==> run_1/metal_stack.png <==
Scale bar: 20 um. Only two layers are drawn.
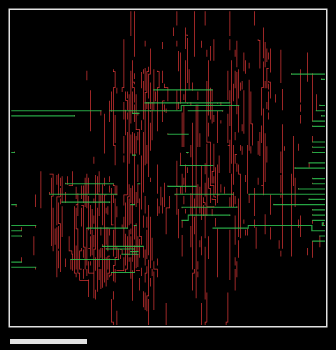
==> run_1/density.png <==
The die is cut into 8 by 8 equal tiles; black is low, pale yellow is high, 0 to 100% covered.
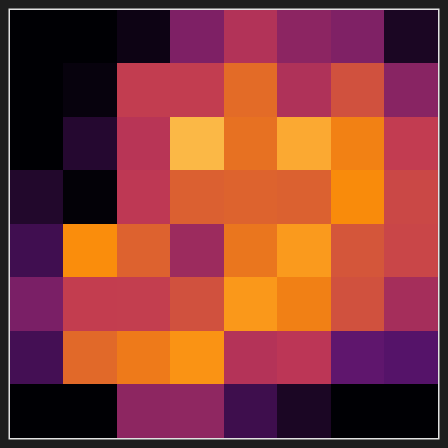
==> run_1/registers.png <==
Scale bar: 20 um.
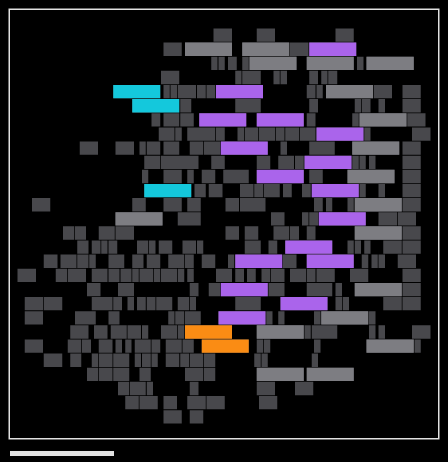
--- config.mk ---
export PLATFORM = sky130hd
export DESIGN_NAME = ps2_digit_entry
export DESIGN_NICKNAME = d
export VERILOG_FILES = /design/src/rtl/ps2_codes_pkg.sv /design/src/rtl/ps2_key_classify.sv /design/src/rtl/ps2_digit_entry.sv
export SDC_FILE = /design/constraint.sdc
export NUM_CORES = 1
export LEC_CHECK = 0
export CORE_UTILIZATION = 35
export DETAILED_ROUTE_END_ITERATION = 7
export PLACE_DENSITY = 0.69
export RECOVER_POWER = 25
export SYNTH_ARGS = -nofsm -noshare
export SYNTH_HDL_FRONTEND = slang
export SYNTH_SLANG_ARGS = --single-unit
--- constraint.sdc ---
create_clock -name clk -period 3.5 [get_ports clk]
set_input_delay 0.35 -clock clk [delete_from_list [all_inputs] [get_ports clk]]
set_output_delay 0.35 -clock clk [all_outputs]
set_load 0.02 [all_outputs]
--- src/rtl/ps2_codes_pkg.sv ---
// ps2_codes_pkg: scancode constants, prefix FSM states and key classes shared by the digit-entry path
package ps2_codes_pkg;

  localparam logic [7:0] SC_BREAK = 8'hF0;
  localparam logic [7:0] SC_EXT   = 8'hE0;
  localparam logic [7:0] SC_ENTER = 8'h5A;
  localparam logic [7:0] SC_BKSP  = 8'h66;
  localparam logic [7:0] SC_ESC   = 8'h76;

  typedef enum logic [1:0] {
    ST_IDLE,
    ST_BRK,
    ST_EXT,
    ST_EXT_BRK
  } state_e;

  typedef enum logic [2:0] {
    KEY_NONE,
    KEY_DIGIT,
    KEY_BS,
    KEY_ESC,
    KEY_ENTER
  } key_e;

endpackage

--- src/rtl/ps2_key_classify.sv ---
// ps2_key_classify: maps a make code to a key class and, for digit keys, its BCD value
module ps2_key_classify
  import ps2_codes_pkg::*;
(
  input  logic [7:0] code_i,
  output key_e       key_o,
  output logic [3:0] digit_o
);

  // main-row and keypad digits share one table; editing keys follow; everything else is ignored
  always_comb begin
    key_o   = KEY_DIGIT;
    digit_o = 4'd0;
    case (code_i)
      8'h45, 8'h70: digit_o = 4'd0;
      8'h16, 8'h69: digit_o = 4'd1;
      8'h1E, 8'h72: digit_o = 4'd2;
      8'h26, 8'h7A: digit_o = 4'd3;
      8'h25, 8'h6B: digit_o = 4'd4;
      8'h2E, 8'h73: digit_o = 4'd5;
      8'h36, 8'h74: digit_o = 4'd6;
      8'h3D, 8'h6C: digit_o = 4'd7;
      8'h3E, 8'h75: digit_o = 4'd8;
      8'h46, 8'h7D: digit_o = 4'd9;
      SC_BKSP:      key_o   = KEY_BS;
      SC_ESC:       key_o   = KEY_ESC;
      SC_ENTER:     key_o   = KEY_ENTER;
      default:      key_o   = KEY_NONE;
    endcase
  end

endmodule

--- src/rtl/ps2_digit_entry.sv ---
// ps2_digit_entry: PS/2 scancode stream to right-aligned BCD entry with backspace, clear and commit
module ps2_digit_entry
  import ps2_codes_pkg::*;
#(
  parameter int DIGITS = 4
) (
  input  logic                  clk,
  input  logic                  rst_n,
  input  logic [7:0]            code_i,
  input  logic                  code_valid_i,
  output logic [4*DIGITS-1:0]   entry_o,
  output logic [2:0]            count_o,
  output logic [4*DIGITS-1:0]   value_o,
  output logic                  value_valid_o,
  output logic                  overflow_o
);

  localparam int W = 4 * DIGITS;

  state_e         state_q;
  logic [W-1:0]   entry_q;
  logic [W-1:0]   value_q;
  logic [2:0]     count_q;
  logic           vv_q;
  logic           ovf_q;
  key_e           cls;
  key_e           act;
  logic [3:0]     digit;

  ps2_key_classify u_classify (
    .code_i  (code_i),
    .key_o   (cls),
    .digit_o (digit)
  );

  // only bare make codes in IDLE and keypad Enter after E0 carry an action; prefixes and breaks do nothing
  always_comb begin
    act = KEY_NONE;
    if (code_valid_i && state_q == ST_IDLE && code_i != SC_BREAK && code_i != SC_EXT)
      act = cls;
    else if (code_valid_i && state_q == ST_EXT && code_i == SC_ENTER)
      act = KEY_ENTER;
  end

  // prefix FSM plus the accumulator and commit registers, all advanced by the same accepted byte
  always_ff @(posedge clk or negedge rst_n) begin
    if (!rst_n) begin
      state_q <= ST_IDLE;
      entry_q <= '0;
      value_q <= '0;
      count_q <= '0;
      vv_q    <= 1'b0;
      ovf_q   <= 1'b0;
    end else begin
      vv_q <= 1'b0;
      if (code_valid_i)
        case (state_q)
          ST_IDLE: state_q <= code_i == SC_BREAK ? ST_BRK : code_i == SC_EXT ? ST_EXT : ST_IDLE;
          ST_EXT:  state_q <= code_i == SC_BREAK ? ST_EXT_BRK : ST_IDLE;
          default: state_q <= ST_IDLE;
        endcase
      case (act)
        KEY_DIGIT: begin
          if (count_q < 3'(DIGITS)) begin
            entry_q <= {entry_q[W-5:0], digit};
            count_q <= count_q + 3'd1;
          end else begin
            ovf_q <= 1'b1;
          end
        end
        KEY_BS: begin
          if (count_q != 3'd0) begin
            entry_q <= {4'h0, entry_q[W-1:4]};
            count_q <= count_q - 3'd1;
          end
          ovf_q <= 1'b0;
        end
        KEY_ESC: begin
          entry_q <= '0;
          count_q <= '0;
          ovf_q   <= 1'b0;
        end
        KEY_ENTER: begin
          value_q <= entry_q;
          vv_q    <= 1'b1;
          entry_q <= '0;
          count_q <= '0;
          ovf_q   <= 1'b0;
        end
        default: ;
      endcase
    end
  end

  assign entry_o       = entry_q;
  assign count_o       = count_q;
  assign value_o       = value_q;
  assign value_valid_o = vv_q;
  assign overflow_o    = ovf_q;

endmodule

==> ci_impl_report.md, run 1 <==
### Yosys + OpenROAD results

| Metric | Value |
|---|---|
| Final Max Slew Viols | `40` |
| Drt drc | `0` |
| Synth Seq Share | `43.2%` |
| Slew headroom | `-36.7%` |
| Crit Path Max Fanout | `11` |
| Initial antenna violation count | `0` |
| Synth top area cells | `dfrtp_1 43%, nand2_1 8.1%, a21oi_2 3.9%, nor3_1 3.3%, a22oi_1 3.0%` |
| Chip Area, Yosys | `2260 um2` |
| Post-synth EDFFs | `0` |
| Clock Tree Buf Depth | `2` |
| Proportion of netlist area held by the largest area contributor | `43.2%` |
| Cells after Synth | `255` |
| Syn Std Cell Area | `2260 um2` |
| Global-route wire length before repair | `9440 um` |
| Tool warnings | `26` |
| Pwr dens | `541 nW/um2` |
| Most frequent logic cell in the layout | `nand2_1` |
| Die W | `82.4 um` |
| Hold buffers post-CTS | `0` |
| Cell Type Count | `56` |
| Antenna fix cells | `0` |
| Global route overflow | `0` |
| Dominant register cell | `dfrtp_1` |
| Failing checks | `max-capacitance violations, max-slew violations` |
| Post-route setup TNS | `0 ps` |
| Max cap viols | `1` |
| Total CTS buffers | `5` |
| DRT iter0 DRCs | `164` |
| Worst-path clk slew | `80 ps` |
| Chip area | `6780 um2` |
| FF-to-FF Start | `state_q[0]` |
| RSZ-0062 raised after global routing | `no` |
| Routed Antenna Nets | `0` |
| Die Span Y | `82.4 um` |
| Port buffer count | `47` |
| Standby leakage power | `1.26 nW` |
| Cell Rows | `28` |
| Skew final | `7.04 ps` |
| Sink Count | `39` |
| Largest net degree at the start of global routing | `40` |
| H-tree lvl count | `2` |
| Layout cells sized above 1 | `12.3%` |
| Vias in the first global route | `1932` |
| Root buffer cell | `clkbuf_8` |
| Fin crit share | `82.8%` |
| Tmin final | `2900 ps` |
| Data arrival time of the worst path | `3110 ps` |
| Syn Nets | `267` |
| Synth area leader | `dfrtp_1` |
| Element type at the critical path start | `input port` |
| Post-CTS Setup Inserts | `0` |
| Via-per-instance ratio | `5.48` |
| Synth Register Bits | `39` |
| IO Count | `48` |
| Min-delay src | `value_o[6]` |
| Setup crit end kind | `flop` |
| Final setup fails | `0` |
| Post-CTS resize count | `0` |
| Worst min path class | `reg -> reg` |
| Drt pass-1 iters | `4` |
| CTS tree | `done` |
| Top cells excl fill/tap | `49 x nand2_1, 46 x clkdlybuf4s50_1, 39 x dfrtp_1` |
| Yosys Instances | `255` |
| Critical Setup Path Class | `in -> reg` |
| Hold Vio Cnt, Final | `0` |
| FMAX | `345 MHz` |
| CP startpoint | `code_i[3]` |
| Clk Latency, worst-skew pair | `290 ps` |
| Area Overhead vs Synth | `28.3%` |
| Post-DP HPWL | `4110 um` |
| Max IR drop VDD | `0.278 mV` |
| Worst-Margin Slew | `2050 ps` |
| Placer congestion estimate | `0.873` |
| Crit path DRT | `3710 ps` |
| Yosys warns | `0` |
| Nets | `313` |
| Async S/R FF share, synth | `100%` |
| Inst Count DP | `369` |
| Status | `complete, but fails checks` |
| Synth Area per Inst | `8.86 um2` |
| Fill cell count | `576` |
| Finished Layout Cells | `377` |
-- metal_stack.png (at the start) --
Green shows met3, wire length 442 um. Red shows met2, wire length 2550 um.
via count: 2065
gr usage total: 18.3%
WL/cell: 14.9 um
WL final: 5600 um

-- density.png (at the start) --
14% of the tiles are nearly empty. The fullest tile reaches 85%. 9.4% of the tiles are over 75% full. The emptiest ninth of the die: upper left.
Core Util, Final: 47.8%
Initial Utilization: 37.3%
Core ar.: 6060 um2

-- registers.png (at the start) --
Purple shows `entry_o`, flops 16. Orange shows `state_q`, flops 2. Cyan shows `count_o`, flops 3.
Another 18 sequential cells are not colored.
Reg area: 976 um2
Power Sequential: 661 uW

run 1: synth_stat cells (2+ instances only):
library cell / count
a21oi_1: 5
nor3b_1: 3
a21oi_2: 10
a211o_1: 2
a211oi_1: 3
dfrtp_1: 39
xnor2_1: 3
nand4bb_1: 2
a31oi_1: 3
a22oi_1: 9
nand2b_1: 6
o311a_1: 2
buf_6: 3
nor3_1: 15
buf_1: 2
o21ai_0: 12
nor2_1: 10
nand3b_1: 4
o2111ai_1: 2
nor4_1: 2
buf_4: 2
buf_2: 9
inv_1: 11
nand3_1: 5
nand4_1: 3
nor4bb_1: 2
xor2_1: 2
clkbuf_1: 5
nor4b_1: 2
or3_1: 2
nand2_1: 49
o41ai_1: 2
run 1: sequential cells by signal, summed over array words and instances (netlist names):
| register | cells |
|---|---|
| count_o | 3 |
| value_o | 16 |
| state_q | 2 |
| value_valid_o | 1 |
| overflow_o | 1 |
| entry_o | 16 |
run 1: where the power goes:
part / switching [mW] / internal [mW]
sequential: 0.115 / 0.546
clock: 0.159 / 0.179
combinational: 0.293 / 0.277
total: 0.567 / 1.00
run 1: routing by layer:
metal | up-vias | wire length, um | track usage, %
met2 | 87 | 2550 | 28.5
li1 | 995 | - | -
met1 | 973 | 2520 | 25.2
met5 | - | 0 | 0
met4 | 0 | 80 | 5.79
met3 | 10 | 442 | 3.96
run 1: final timing paths:
check | endpoint | slack [ps] | depth (start not counted)
min in group asynchronous | value_o[6] | 650 | 1
min | value_o[6] | 470 | 2
max | count_o[2] | 600 | 8
max in group asynchronous | overflow_o | 1690 | 1
min reg2reg | value_o[6] | 470 | 2
max reg2reg | count_o[2] | 1040 | 8
run 1: stage by stage:
step                      cell area (um2)  hold WS, ps  setup WS [ps]  power [mW]  utilization [%]
after floorplan                      2260         54.4            879       0.961                -
after CTS                            2900          203            678        1.58             47.9
after global routing                 2900          497            357        1.67             47.8
after global placement               2800          456            361        1.24             46.1
after detailed placement             2800          464            367        1.25             46.1
final                                2900          475            601        1.57             47.8
run 1: kinds of logic after synthesis:
family / after synthesis / synth area share, %
adder cells (fa/ha/maj): 1 / 0.886
flip-flops: 39 / 43.2
multiplexers: 2 / 1.11
AND/OR/NAND/NOR: 115 / 26.3
XOR/XNOR: 5 / 1.94
buffers and inverters: 33 / 7.31
AND-OR/OR-AND: 60 / 19.3
run 1: worst max-delay path, stage by stage:
cell	delay, ps
clkdlybuf4s50_1	750
buf_4	250
o21ai_0	100
a22o_1	230
a211o_1	310
o311ai_0	710
o2111ai_1	200
a22oi_1	220
run 1: layout make-up:
cell class / count / area [um2] / share of cell area (%)
tap: 75 / 93.8 / 3.24
inverter: 12 / 45.0 / 1.55
sequential: 39 / 976 / 33.7
clock inverter: 1 / 7.51 / 0.259
timing repair buffer: 60 / 562 / 19.4
multi-input combinational: 183 / 1120 / 38.6
clock buffer: 7 / 96.3 / 3.32
==> inputs of run 2 (changes only) <==
==> constraint.sdc (replaced) <==
create_clock -name clk -period 2.75 [get_ports clk]
set_input_delay 0.275 -clock clk [delete_from_list [all_inputs] [get_ports clk]]
set_output_delay 0.275 -clock clk [all_outputs]
set_load 0.02 [all_outputs]
==> run_2/metal_stack.png <==
Scale bar: 20 um. Only two layers are drawn.
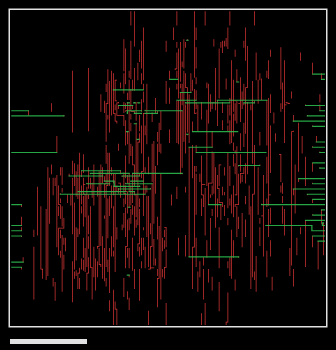
Red shows met2, wire length 2930 um. Green shows met3, wire length 400 um.
WL final: 6140 um
WL/cell: 15.0 um
gr usage total: 19.4%
via count: 2255

==> ci_impl_report.md, run 2 <==
### Yosys + OpenROAD results

| Metric | Value |
|---|---|
| H-tree lvl count | `2 (unchanged)` |
| Worst-Margin Slew | `2070 ps (+24.1 ps)` |
| Syn Std Cell Area | `2260 um2 (unchanged)` |
| Core ar. | `6060 um2 (unchanged)` |
| Tmin final | `2600 ps` |
| Async S/R FF share, synth | `100% (unchanged)` |
| Hold buffers post-CTS | `0 (unchanged)` |
| Top cells excl fill/tap | `49 x nand2_1, 45 x buf_4, 44 x clkdlybuf4s50_1` |
| Syn Nets | `267 (unchanged)` |
| Max IR drop VDD | `0.441 mV (+59%)` |
| Crit path DRT | `2950 ps (-760 ps)` |
| Most frequent cell after synthesis | `nand2_1` |
| Synth Area per Inst | `8.86 um2 (unchanged)` |
| Die Span Y | `82.4 um (unchanged)` |
| Max incr delay on CP | `590 ps (-160 ps)` |
| Die W | `82.4 um (unchanged)` |
| Data arrival time of the worst path | `2800 ps (-310 ps)` |
| Pwr dens | `627 nW/um2 (+16%)` |
| Sink Count | `39 (unchanged)` |
| Critical-path top delay cell | `clkdlybuf4s50_1` |
| Commonest cells in the synthesized netlist | `49 x nand2_1, 39 x dfrtp_1, 15 x nor3_1, 12 x o21ai_0, 11 x inv_1` |
| Cell Type Count | `56 (unchanged)` |
| Finished Layout Cells | `409 (+8.5%)` |
| Final Max Slew Viols | `40 (unchanged)` |
| Root buffer cell | `clkbuf_8` |
| Skew final | `8.43 ps (+1.40 ps)` |
| Dominant register cell | `dfrtp_1` |
| Initial antenna violation count | `0 (unchanged)` |
| Largest net degree at the start of global routing | `40 (unchanged)` |
| Nets | `345 (+10%)` |
| Worst-path clk slew | `80 ps (about the same)` |
| Yosys warns | `0 (unchanged)` |
| Area Overhead vs Synth | `38.8%` |
| Max cap viols | `1 (unchanged)` |
| Antenna fix cells | `0 (unchanged)` |
| Failing checks | `max-capacitance violations, max-slew violations` |
| Chip Area, Yosys | `2260 um2 (unchanged)` |
| Vias in the first global route | `2109 (+9.2%)` |
| Drt drc | `0 (unchanged)` |
| Most frequent logic cell in the layout | `nand2_1` |
| Synth Seq Share | `43.2% (unchanged)` |
| Drt pass-1 iters | `5 (+1)` |
| Cells after Synth | `255 (unchanged)` |
| Placed cell area | `3040 um2 (+8.6%)` |
| Fin worst setup slack | `150 ps (-451 ps)` |
| Dpl ws | `-176 ps (-543 ps)` |
| Layout cells sized above 1 | `21.3% (+9.0 points)` |
| Post-CTS Setup Inserts | `0 (unchanged)` |
| Clock Tree Buf Depth | `2 (unchanged)` |
| Chip area | `6780 um2 (unchanged)` |
| DRT iter0 DRCs | `104 (-37%)` |
| Via-per-instance ratio | `5.51 (+0.66%)` |
| Routed Antenna Nets | `0 (unchanged)` |
| Post-DP HPWL | `4630 um (+13%)` |
| Synth area leader | `dfrtp_1` |
| Total CTS buffers | `5 (unchanged)` |
| Bufs and invs on worst path | `4 (+2)` |
| Critical Setup Path Class | `in -> reg` |
| Port buffer count | `47 (unchanged)` |
| Tot Pwr | `1.97 mW (+25%)` |
| Crit Path Max Fanout | `6 (-5)` |
| Standby leakage power | `1.42 nW (+13%)` |
| CTS tree | `done` |
| Proportion of netlist area held by the largest area contributor | `43.2% (unchanged)` |
| Global route overflow | `0 (unchanged)` |
| Initial Utilization | `37.3% (unchanged)` |
| Post-synth EDFFs | `0 (unchanged)` |
| Synth Register Bits | `39 (unchanged)` |
| Synth top area cells | `dfrtp_1 43%, nand2_1 8.1%, a21oi_2 3.9%, nor3_1 3.3%, a22oi_1 3.0%` |
| Status | `complete, but fails checks` |
| Worst min path class | `reg -> reg` |
| Core Util, Final | `51.8% (+3.9 points)` |
| FMAX | `385 MHz` |
## run 2: cell counts after synthesis
No cell type changed its count.
## run 2: final cells by class
class	count	area [um2]	area share, %
Multi-Input combinational cell	183	1130	36.0
Inverter	12	45.0	1.44
Sequential cell	39	976	31.1
Clock inverter	2	12.5	0.399
Timing Repair Buffer	92	807	25.7
Tap cell	75	93.8	2.99
Clock buffer	6	72.6	2.31
## run 2: final timing paths
| path | from | end | cells past startpoint |
|---|---|---|---|
| min in group asynchronous | rst_n | value_o[11] | 1 |
| setup reg to reg | state_q[0] | count_o[2] | 8 |
| setup / recovery | code_i[2] | count_o[2] | 11 |
| hold reg to reg | value_o[8] | value_o[8] | 2 |
| max in group asynchronous | rst_n | entry_o[2] | 1 |
| hold / removal | value_o[8] | value_o[8] | 2 |
## run 2: cell families (layout without fill, tap and decap cells)
| group | Yosys count | count (layout) | synth area share [%] |
|---|---|---|---|
| adders and majority gates | 1 | 1 | 0.886 |
| DFF | 39 | 39 | 43.2 |
| buffers and inverters | 33 | 112 | 7.31 |
| muxes | 2 | 2 | 1.11 |
| AOI/OAI and AO/OA | 60 | 60 | 19.3 |
| xor gates and xnor gates | 5 | 5 | 1.94 |
| and+or+nand+nor | 115 | 115 | 26.3 |
## run 2: routing by layer
metal / track usage, % / share of wire, % / up-vias
li1: - / - / 1066
met5: 0 / 0 / -
met3: 3.19 / 6.5 / 16
met2: 32.6 / 48 / 109
met4: 7.37 / 1.7 / 0
met1: 24.8 / 44 / 1064
## run 2: power by group
part           total [mW]  internal, mW  switching (mW)
clock               0.372         0.177           0.195
combinational       0.752         0.370           0.382
sequential          0.841         0.695           0.146
## run 2: per-stage QoR
step	TNS [ps]	hold WS, ps
6_report	0	478
5_1_grt	-7.50	499
4_1_cts	0	123
3_5_place_dp	-1670	436
3_3_place_gp	-1290	432
2_1_floorplan	0	-20.6
## run 2: tightest hold or removal path, delay by kind of cell, from the launching register on
| family | cells | cell delay (ps) |
|---|---|---|
| flops | 1 | 350 |
| simple gates | 2 | 100 |
==> run_2/cell_classes.png <==
Scale bar: 20 um. Fill, decap, tap and diode cells in gray.
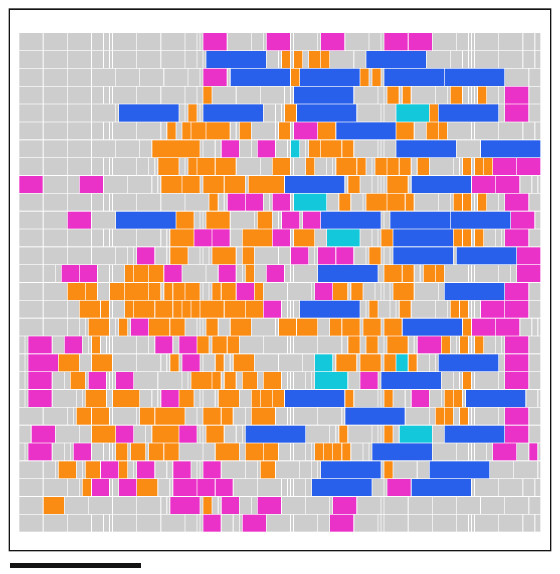

==> inputs of run 3 (changes only) <==
--- a/config.mk
+++ b/config.mk
@@ -5,9 +5,10 @@
 export SDC_FILE = /design/constraint.sdc
 export NUM_CORES = 1
 export LEC_CHECK = 0
-export CORE_UTILIZATION = 35
+export CORE_MARGIN = 2
+export CORE_UTILIZATION = 51
 export DETAILED_ROUTE_END_ITERATION = 7
-export PLACE_DENSITY = 0.69
+export PLACE_DENSITY = 0.91
 export RECOVER_POWER = 25
 export SYNTH_ARGS = -nofsm -noshare
 export SYNTH_HDL_FRONTEND = slang
==> run_3/cell_classes.png <==
Scale bar: 20 um. Fill, decap, tap and diode cells in gray.
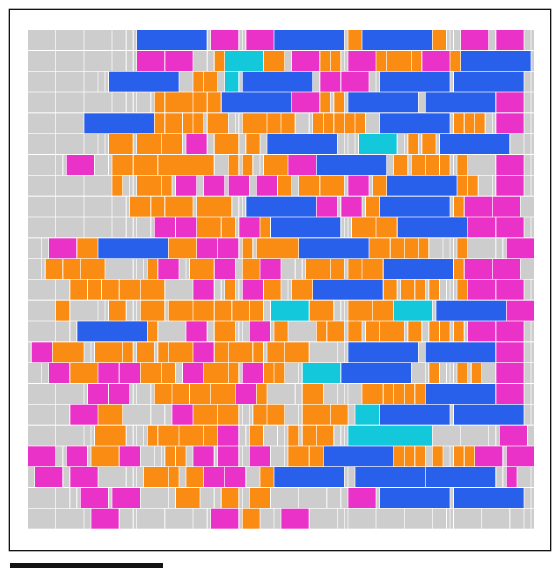
Blue shows flip-flops, cells 39, share of their area 32%. Magenta shows other buffers and delay cells, cells 87, share of their area 25%. Orange shows all other logic, cells 195, share of their area 39%. Cyan shows clock drivers and dummy loads, cells 8, share of their area 3.7%.
Cell Rows: 24
fraction of area in registers: 31.7%
Non-Filler Cell Area, Final: 3080 um2

==> ci_impl_report.md, run 3 <==
### Yosys + OpenROAD results

| Metric | Value |
|---|---|
| Tmin final | `2540 ps (-60.3 ps)` |
| GR peak layer | `met2` |
| Failing checks | `max-capacitance violations, max-slew violations` |
| Critical-path top delay cell | `clkdlybuf4s50_1` |
| Worst-Margin Slew | `2030 ps (-44.2 ps)` |
| Hold buffers post-CTS | `0 (unchanged)` |
| Gr usage total | `25.8% (+6.4 points)` |
| Global route overflow | `0 (unchanged)` |
| GR Util met1 | `33.8% (+9.0 points)` |
| Gate power share | `36.5% (-1.8 points)` |
| Syn Nets | `267 (unchanged)` |
| WL final | `5950 um (-3.2%)` |
| Dominant register cell | `dfrtp_1` |
| Synth Register Bits | `39 (unchanged)` |
| Pwr dens | `673 nW/um2 (+7.4%)` |
| Antenna fix cells | `0 (unchanged)` |
| Most frequent logic cell in the layout | `nand2_1` |
| Critical Setup Path Class | `in -> reg` |
| Data arrival time of the worst path | `2700 ps (-100 ps)` |
| Cells after Synth | `255 (unchanged)` |
| DRT iter0 DRCs | `254 (+140%)` |
| Vias in the first global route | `2214 (+5.0%)` |
| Crit Path Max Fanout | `11 (+5)` |
| Drt pass-1 iters | `4 (-1)` |
| Status | `complete, but fails checks` |
| Worst min path class | `reg -> reg` |
| Power Internal | `1.33 mW (+7.4%)` |
| Top cells excl fill/tap | `49 x nand2_1, 46 x clkdlybuf4s50_1, 40 x buf_4` |
| Die Span Y | `70.6 um (-14%)` |
| Post-CTS Setup Inserts | `0 (unchanged)` |
| Synth Area per Inst | `8.86 um2 (unchanged)` |
| Proportion of netlist area held by the largest area contributor | `43.2% (unchanged)` |
| Root buffer cell | `clkbuf_8` |
| Max IR drop VDD | `0.314 mV (-29%)` |
| Clock Tree Buf Depth | `2 (unchanged)` |
| Chip Area, Yosys | `2260 um2 (unchanged)` |
| Reg area | `976 um2 (unchanged)` |
| Grt met2 use | `42.7% (+10 points)` |
| Via-per-instance ratio | `5.77 (+4.7%)` |
| Standby leakage power | `1.40 nW (-1.9%)` |
| Skew final | `10.5 ps (+2.06 ps)` |
| Max incr delay on CP | `620 ps (+30 ps)` |
| Drt drc | `0 (unchanged)` |
| Seq pwr share | `40.3% (-2.5 points)` |
| Gate Area | `1120 um2 (-1.0%)` |
| Cell Type Count | `56 (unchanged)` |
| Max cap viols | `1 (unchanged)` |
| Area Overhead vs Synth | `36.4%` |
| Via count | `2200 (-2.4%)` |
| Final Max Slew Viols | `40 (unchanged)` |
| WL/cell | `15.6 um (+4.0%)` |
| Synth top area cells | `dfrtp_1 43%, nand2_1 8.1%, a21oi_2 3.9%, nor3_1 3.3%, a22oi_1 3.0%` |
| Routed Antenna Nets | `0 (unchanged)` |
| CTS tree | `done` |
| H-tree lvl count | `2 (unchanged)` |
| Switch share | `35.7% (-1.1 points)` |
| Placed cell area | `2970 um2 (-2.2%)` |
| Post-DP HPWL | `4540 um (-2.0%)` |
| Post-synth EDFFs | `0 (unchanged)` |
| Yosys warns | `0 (unchanged)` |
| Die W | `70.6 um (-14%)` |
| Syn Std Cell Area | `2260 um2 (unchanged)` |
| Clock share of power | `23.2% (+4.3 points)` |
| Crit path DRT | `2910 ps (-40 ps)` |
| Nets | `340 (-1.4%)` |
| Commonest cells in the synthesized netlist | `49 x nand2_1, 39 x dfrtp_1, 15 x nor3_1, 12 x o21ai_0, 11 x inv_1` |
| Port buffer count | `47 (unchanged)` |
| Largest net degree at the start of global routing | `40 (unchanged)` |
| Layout cells sized above 1 | `19.5% (-1.8 points)` |
| Switch Pwr | `740 uW (+2.3%)` |
| Initial Utilization | `52.3% (+15 points)` |
run 3: cell type report:
cell class	instances	area share, %
inverter	12	1.46
tap	52	2.11
timing repair buffer	87	24.8
clock buffer	5	2.23
multi-input combinational	183	36.3
clock inverter	3	1.42
sequential	39	31.7
run 3: final timing paths:
| path | depth (start not counted) | to | startpoint |
|---|---|---|---|
| min in group asynchronous | 1 | value_o[7] | rst_n |
| max in group asynchronous | 1 | entry_o[15] | rst_n |
| worst min register to register | 2 | value_o[0] | value_o[0] |
| worst min-delay path | 2 | value_o[0] | value_o[0] |
| worst max register to register | 8 | count_o[2] | state_q[0] |
| worst max-delay path | 10 | entry_o[3] | code_i[3] |
run 3: stage by stage:
step | setup TNS, ps | power, mW | setup slack (ps) | instances | utilization [%]
finish | 0 | 2.07 | 210 | 381 | 71.3
detailed placement | -529 | 1.60 | -82.8 | 373 | 68.7
floorplan | 0 | 1.22 | 204 | 255 | -
CTS | 0 | 2.08 | 222 | 381 | 71.3
global placement | 0 | 1.58 | 1.10 | 373 | 68.7
global route | 0 | 2.18 | 17.3 | 381 | 71.3
run 3: layer usage:
metal	wire length (um)	up-vias
li1	-	1052
met4	164	0
met5	0	-
met1	2550	1043
met3	330	17
met2	2900	88
run 3: cell families (layout without fill, tap and decap cells):
logic type / Yosys count / in the layout / synth area share [%]
buf+inv: 33 / 107 / 7.31
flops: 39 / 39 / 43.2
xor+xnor: 5 / 5 / 1.94
simple gates: 115 / 115 / 26.3
mux: 2 / 2 / 1.11
compound gates: 60 / 60 / 19.3
fa+ha+maj: 1 / 1 / 0.886
run 3: critical path, delay by kind of cell:
kind | cells | cell delay [ps]
buffers and inverters | 3 | 1040
and+or+nand+nor | 3 | 430
AOI/OAI and AO/OA | 4 | 940
run 3: power by group through the flow:
stage	Combinational (mW)	Sequential [mW]	Clock, mW
4_1_cts	0.763	0.834	0.487
6_report	0.757	0.836	0.481
2_1_floorplan	0.261	0.962	0
3_3_place_gp	0.738	0.837	0
3_5_place_dp	0.759	0.843	0
5_1_grt	0.813	0.860	0.511
No activity file was given, so power comes from the tool's default toggle rates.
